File: src/rtl/comando_pkg.sv
// Definitions shared by the UART command receiver and the command handler:
// instruction codes and the receiver state encoding.
package comando_pkg;

    localparam logic [3:0] CMD_NOP      = 4'h0;
    localparam logic [3:0] CMD_LIMPAR   = 4'h1;
    localparam logic [3:0] CMD_CARREGAR = 4'h2;
    localparam logic [3:0] CMD_MOSTRAR  = 4'h4;

    typedef enum logic [2:0] {
        OCIOSO,
        INICIO,
        DADOS,
        PARADA,
        ESPERA_ALTO
    } rxEstado_t;

endpackage

File: src/rtl/uart_rx_comando_sincronizador.sv
// Two-flop synchronizer for an asynchronous input; both flops reset to RESET_VAL
// so an idle-high line never looks like an edge when reset is released.
module sincronizador #(
    parameter logic RESET_VAL = 1'b1
) (
    input  logic clock,
    input  logic reset,
    input  logic i_d,
    output logic o_q
);

    logic r_meta;
    logic r_sync;

    always_ff @(posedge clock or posedge reset) begin
        if (reset) begin
            r_meta <= RESET_VAL;
            r_sync <= RESET_VAL;
        end else begin
            r_meta <= i_d;
            r_sync <= r_meta;
        end
    end

    assign o_q = r_sync;

endmodule

File: src/rtl/uart_rx_comando.sv
// 8N1 UART receiver that splits each byte into a held instruction nibble and a data nibble
// for the command handler; the instruction reverts to NOP after HOLD_CYCLES cycles.
module uart_rx_comando
    import comando_pkg::*;
#(
    parameter int CLKS_PER_BIT = 5208,
    parameter int HOLD_CYCLES  = 4
) (
    input  logic       clock,
    input  logic       reset,
    input  logic       rx,
    output logic [3:0] instrucao,
    output logic [3:0] dado,
    output logic       valido,
    output logic       erro_quadro,
    output logic       ocupado
);

    localparam int CW = (CLKS_PER_BIT > 1) ? $clog2(CLKS_PER_BIT) : 1;
    localparam int HW = $clog2(HOLD_CYCLES + 1);

    localparam logic [CW-1:0] BIT_FIM    = CW'(CLKS_PER_BIT - 1);
    localparam logic [CW-1:0] MEIO_FIM   = CW'(CLKS_PER_BIT / 2 - 1);
    localparam logic [HW-1:0] HOLD_CARGA = HW'(HOLD_CYCLES);
    localparam logic [HW-1:0] HOLD_UM    = HW'(1);

    logic            w_rx;
    rxEstado_t       r_estado;
    logic [CW-1:0]   r_cnt;
    logic [2:0]      r_idx;
    logic [7:0]      r_shift;
    logic [HW-1:0]   r_hold;
    logic [3:0]      r_instrucao;
    logic [3:0]      r_dado;
    logic            r_valido;
    logic            r_erro;
    logic            r_ocupado;

    sincronizador #(
        .RESET_VAL (1'b1)
    ) uSinc (
        .clock (clock),
        .reset (reset),
        .i_d   (rx),
        .o_q   (w_rx)
    );

    // Frame FSM plus hold counter; a frame load in PARADA overrides the hold countdown.
    always_ff @(posedge clock or posedge reset) begin
        if (reset) begin
            r_estado    <= OCIOSO;
            r_cnt       <= '0;
            r_idx       <= '0;
            r_shift     <= '0;
            r_hold      <= '0;
            r_instrucao <= CMD_NOP;
            r_dado      <= '0;
            r_valido    <= 1'b0;
            r_erro      <= 1'b0;
            r_ocupado   <= 1'b0;
        end else begin
            r_valido <= 1'b0;
            r_erro   <= 1'b0;

            if (r_hold != '0) begin
                r_hold <= r_hold - HOLD_UM;
                if (r_hold == HOLD_UM) begin
                    r_instrucao <= CMD_NOP;
                end
            end

            case (r_estado)
                OCIOSO: begin
                    if (!w_rx) begin
                        r_estado  <= INICIO;
                        r_cnt     <= '0;
                        r_ocupado <= 1'b1;
                    end
                end
                INICIO: begin
                    if (r_cnt == MEIO_FIM) begin
                        r_cnt <= '0;
                        if (!w_rx) begin
                            r_estado <= DADOS;
                            r_idx    <= '0;
                        end else begin
                            r_estado  <= OCIOSO;
                            r_ocupado <= 1'b0;
                        end
                    end else begin
                        r_cnt <= r_cnt + 1'b1;
                    end
                end
                DADOS: begin
                    if (r_cnt == BIT_FIM) begin
                        r_cnt   <= '0;
                        r_shift <= {w_rx, r_shift[7:1]};
                        if (r_idx == 3'd7) begin
                            r_estado <= PARADA;
                        end else begin
                            r_idx <= r_idx + 3'd1;
                        end
                    end else begin
                        r_cnt <= r_cnt + 1'b1;
                    end
                end
                PARADA: begin
                    if (r_cnt == BIT_FIM) begin
                        r_cnt <= '0;
                        if (w_rx) begin
                            r_dado      <= r_shift[3:0];
                            r_instrucao <= r_shift[7:4];
                            r_hold      <= HOLD_CARGA;
                            r_valido    <= 1'b1;
                            r_estado    <= OCIOSO;
                            r_ocupado   <= 1'b0;
                        end else begin
                            r_erro   <= 1'b1;
                            r_estado <= ESPERA_ALTO;
                        end
                    end else begin
                        r_cnt <= r_cnt + 1'b1;
                    end
                end
                // A held-low line (break) parks here so it is not decoded as frames.
                ESPERA_ALTO: begin
                    if (w_rx) begin
                        r_estado  <= OCIOSO;
                        r_ocupado <= 1'b0;
                    end
                end
                default: begin
                    r_estado  <= OCIOSO;
                    r_ocupado <= 1'b0;
                end
            endcase
        end
    end

    assign instrucao   = r_instrucao;
    assign dado        = r_dado;
    assign valido      = r_valido;
    assign erro_quadro = r_erro;
    assign ocupado     = r_ocupado;

endmodule

File: config.mk
export PLATFORM = sky130hd
export DESIGN_NAME = uart_rx_comando
export DESIGN_NICKNAME = d
export VERILOG_FILES = /design/src/rtl/comando_pkg.sv /design/src/rtl/uart_rx_comando_sincronizador.sv /design/src/rtl/uart_rx_comando.sv
export SDC_FILE = /design/constraint.sdc
export NUM_CORES = 1
export LEC_CHECK = 0
export CAP_MARGIN = 30
export CORE_UTILIZATION = 50
export DETAILED_ROUTE_END_ITERATION = 10
export HOLD_SLACK_MARGIN = 0.02
export PLACE_DENSITY = 0.72
export SLEW_MARGIN = 20
export SYNTH_ARGS = -nofsm -noshare
export SYNTH_HDL_FRONTEND = slang
export SYNTH_HIERARCHICAL = 1
export SYNTH_SLANG_ARGS = --single-unit
File: constraint.sdc
create_clock -name clock -period 2.7 [get_ports clock]
set_clock_uncertainty 0.05 [all_clocks]
set_input_delay 0.54 -clock clock [delete_from_list [all_inputs] [get_ports clock]]
set_output_delay 0.54 -clock clock [all_outputs]
set_load 0.01 [all_outputs]
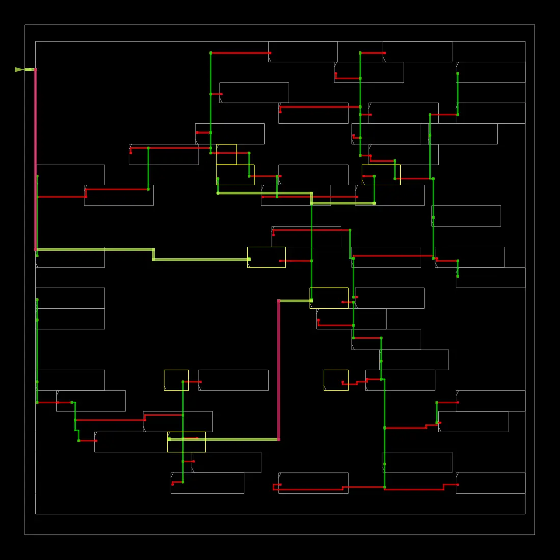
Fig. 1. Clock routing.
CTS Buf Count: 5
tally of clock buffers in the finished layout: 5
seq_cells: 43

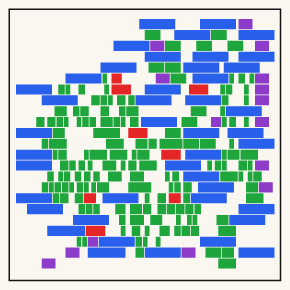
Fig. 2. Placement by cell class.
(4 px per micron)
colour	class	cells	share of their area
purple	remaining buffers and delay cells	15	6.2%
green	combinational and other logic	154	44%
red	clock drivers and dummy loads	8	4.0%
blue	sequential cells	43	46%

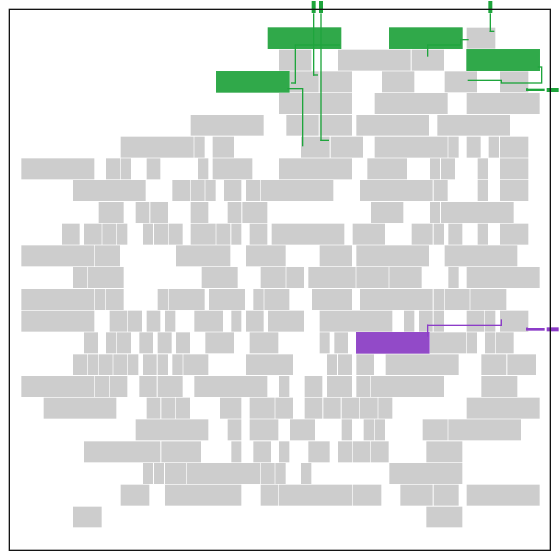
Fig. 3. Port wiring.
(8 px per micron)
colour	port	bits	direction	edge	end cells	wire
green	dado	4	output	3 north, 1 east	4	68.6 microns
purple	valido	1	output	east	1	13.5 microns
PortBufs: 13
count of pins on the block boundary: 14

==> out/summary.txt <==
worst reg2reg startpoint: r_cnt[0]
post-CTS setup buffer count: 0
detailed route wirelength on metal3: 130 microns
Overall Global Routing Usage: 18.7%
sequential cell area: 1080 sq um
Logic cell area: 998 sq um
largest registers ranked by flip-flop count: r_cnt x13, r_shift x8
number of rows created at floorplan: 23
count of buffering cells on the critical path with inverters included: 0
top layer reached by signal wires: met4
switching share of power: 22.6%
number of nets at the end of the flow: 228
GR Layer Usage met1: 25.5%
wire length per cell after detailed routing: 13.4 microns
max-slew headroom at the worst pin: 60.7%
start-to-end type of the worst setup path: reg -> reg
flip-flops with a built-in enable: 0
Largest Pwr Group: sequential cells
predominant post-synthesis flop cell: dfrtp_1
Initial DRT Pass Iterations: 4
cell with the biggest individual delay on the critical path: dfrtp_1
leading post-synthesis cells by instance count: dfrtp_1, nand2_1, mux2_2, nor2_1, nand3_1
Peak Freq: 473 MHz
least setup slack across all paths after layout: 0.584 ns
chain of cells forming the critical path: ha_1, nor3b_4, nand4_1, nor3_4, mux2_2
layout overhead on the synthesized area: 12.1%
routability congestion estimate from global placement: 0.810
top fanout value on the critical path: 10
Warnings, synthesis: 6
critical hold path startpoint: uSinc/r_meta
sequential share of power: 60.1%
count of state elements after synthesis: 43
number of signal-net inverters in the final layout: 6
timing startpoint of the critical path: r_cnt[0]
number of cells traversed by the worst register-to-register path: 5
Avg Cell Area, Syn: 10.5 sq um
later-pin clock latency in the skew report: 0.30 ns
post-CTS sizing: 0
nonclk buf count: 15
Non-Clock Buffer Area Fraction: 6.04%
Final Total Pwr: 0.00108 W
DRT iter0 DRCs: 74
final critical-path required period: 2.12 ns
wire length on met2: 1.68 mm
Register-to-Register Setup Slack: 0.58 ns
status: complete, no violations
share of the core filled with cells in the final layout: 59.2%
number of levels in the clock H-tree: 2
post-layout period usage: 78.4%
final tally of setup violations: 0
Power is estimated from default activity; no workload was simulated.
